==> images/layer_met1.png <==
Bar = 10 µm. Supply wires on this layer in gray.
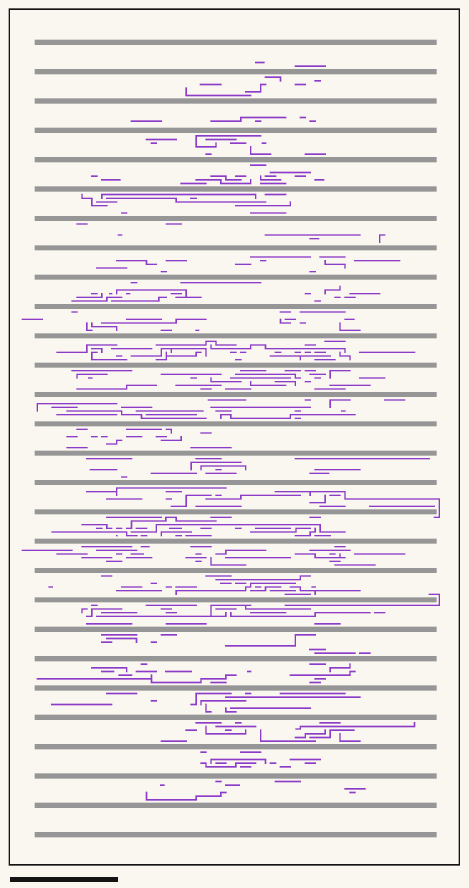
==> images/layer_met2.png <==
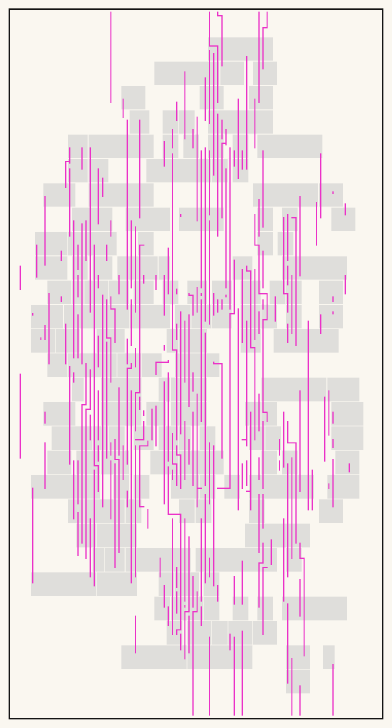
Design keycode_entry, sky130hd; sources not shown.
==> flow_summary_export.csv <==
group,metric,value,unit
logic_synthesis,synth.area.mux_share,0,%
final_layout,n_all_inverters,6,
setup_path,slowest_delay,0.54,ns
min_path,whs_path_depth,2,
route,drcViolationCount,0,
logic_synthesis,top_cells_by_area,"dfxtp_1 (37%), nand3_1 (13%), ha_1 (8.9%)",
final_layout,drive_gt1_share,20.3,%
pwr,p_per_area,527,nW/µm²
logic_synthesis,ys_seq_elements,21,
final_layout,nonClkBufAreaFrac,18.1,%
final_layout,buffers,31,
run,drv_cap,0,
route,via_per_inst,5.86,
setup_path,r2r_setup_slack,0.47,ns
floorplan,rows,27,
logic_synthesis,ys_warn_count,0,
floorplan,taps,29,
pwr,clkPwrFrac,29.5,%
setup_path,crit_family,"simple AND/OR/NAND/NOR gates",
setup_path,worstPathMaxFanout,11,
route,drtIter0Drc,32,
final_timing,slew_headroom,56.8,%
run,warnings,31,
global_route,grt_pass1_vias,1039,
global_route,grt_pass1_wl,4710,µm
place,io_buffers,30,
route,drt-met1-wl,1050,µm
outcome,status,"completed",
logic_synthesis,async_flop_share,0,%
place,gp_congestion,0.866,
logic_synthesis,syn_area,1130,µm²
final_layout,diodes,0,
final_layout,seqCellArea,422,µm²
setup_path,critPathCaptureType,"flip-flop",
clock_tree,post_cts_buffers,0,
route,wl_per_cell,15.0,µm
min_path,hold_path_class,"reg -> reg",
global_route,grt_overflow_total,0,
pwr,switching_share,34.1,%
floorplan,core,2740,µm²
final_layout,area_delta_synth_final,24.8,%
pwr,seqPwrFrac,45.4,%
setup_path,start_kind,"flip-flop",
final_timing,final.setup.worst_slack,0.469,ns
final_timing,skew,0.00403,ns
logic_synthesis,flop_cell,"dfxtp_1",
clock_tree,cts_buffers,3,
pwr,power.leakage,0.534,nW
logic_synthesis,ys_area,1130,µm²
logic_synthesis,ys_types,29,
logic_synthesis,synth-seq-area-share,37.2,%
logic_synthesis,yosysMostFrequentCell,"nand3_1",
clock_tree,ctsHtreeMaxLevel,1,
logic_synthesis,synthCells,131,
clock_tree,clkTransAtPathRegs,0.08,ns
setup_path,arrival,2.29,ns
route,wl_met2,1580,µm
floorplan,fp_util,41.3,%
logic_synthesis,simple_gate_share,26.8,%
final_timing,worst_slew_pin_slew,0.647,ns
floorplan,die_w,41.6,µm
clock_tree,worstSkewPairLatency,0.26,ns
global_route,grt.met3_usage,2.05,%
clock_tree,cts_hold_buf,0,
logic_synthesis,yosys.area_share.xor_xnor,0,%
final_layout,final_area,1410,µm²
pwr,finalPower,744,µW
pwr,p_int,490,µW
logic_synthesis,avgSynthCellArea,8.62,µm²
final_layout,num-nets-final,177,
route,wl_met3,113,µm
logic_synthesis,synthTopLogicFamily,"simple AND/OR/NAND/NOR gates",
setup_path,cp_cell_sequence,"inv_1 -> ha_1 -> nor2b_1 -> nor2_1 -> a21o_1 -> a2111oi_2",
final_timing,setup-violations-final,0,
final_layout,n_sequential_cell,21,
global_route,grt_start_max_net_pins,20,
pwr,pg_clk,220,µW
final_timing,max_freq,0.469,GHz
route,route.top_layer_used,"met4",
route,detail-route-antenna-nets,0,
place,pre_cts_ws,0.461,ns
setup_path,cp.depth,6,
logic_synthesis,synth-edff-count,0,
logic_synthesis,ys_cells,131,
logic_synthesis,yosys.area_share.aoi,19.5,%
global_route,track_usage,18.4,%
floorplan,die_y,79.2,µm
final_layout,layout.cells.most_common_list,"nand3_1 (29), buf_4 (22), dfxtp_1 (20), a21oi_1 (19), clkdlybuf4s50_1 (9)",
setup_path,path_class,"reg -> reg",
final_layout,clkCellAreaFrac,3.19,%
final_layout,largest_reg_flops,16,
final_layout,seq_share,29.9,%
final_timing,min_period,2.13,ns
logic_synthesis,synthTopCellsByCount,"nand3_1 (29), dfxtp_1 (21), a21oi_1 (19), ha_1 (8), nand4_1 (8)",
final_timing,hold_viol_final,0,
logic_synthesis,yosys.area.top_type,"dfxtp_1",
global_route,antenna_found_initial,0,
clock_tree,cts-resized-gates,0,
final_layout,sh_comb_area,44.5,%
pwr,max-vdd-ir-drop,0.321,mV
pwr,comb_power,187,µW
final_timing,setup_tns,0,ns
clock_tree,clock-sinks,21,
final_timing,fin_crit_sh,82.0,%
place,dpl.hpwl,2180,µm
floorplan,ios,32,
clock_tree,cts-root-buf,"clkbuf_8",
setup_path,cp.buffers_inverters,1,
floorplan,die-area,3290,µm²
logic_synthesis,mappedNetlistNets,149,
final_layout,comb_cells,96,
final_layout,largestClassByArea,"combinational gates",
pwr,share_comb_of_total_power,25.1,%
global_route,gr-max-usage-layer,"met2",
final_timing,whs,0.472,ns
logic_synthesis,synth_top_area_share,37.2,%
final_layout,final.fill_count,274,
final_layout,finalNonFillerCells,187,
setup_path,r2r_cells,6,
final_layout,logic_area,627,µm²
final_timing,drv_slew,0,
final_timing,rsz0062_at_grt,"no",
place,placed_cell_area,1370,µm²
clock_tree,cts_tree,"done",
final_layout,nClkBuffers,4,
setup_path,crit_slowest_cell,"nor2b_1",
pwr,power_leader,"sequential cells",
-- layer_met1.png (at the start) --
main direction: horizontal
nets with wire on the layer: 144
longest straight run: 15.2 µm
Routed WL: 2810 µm
vias: 1095
met1 usage: 18.2%

-- layer_met2.png (at the start) --
main direction: vertical
nets with wire on the layer: 154
wire length on this layer: 1580 µm
Global Route met2 Usage: 36.1%

Power and IR drop assume default switching activity.
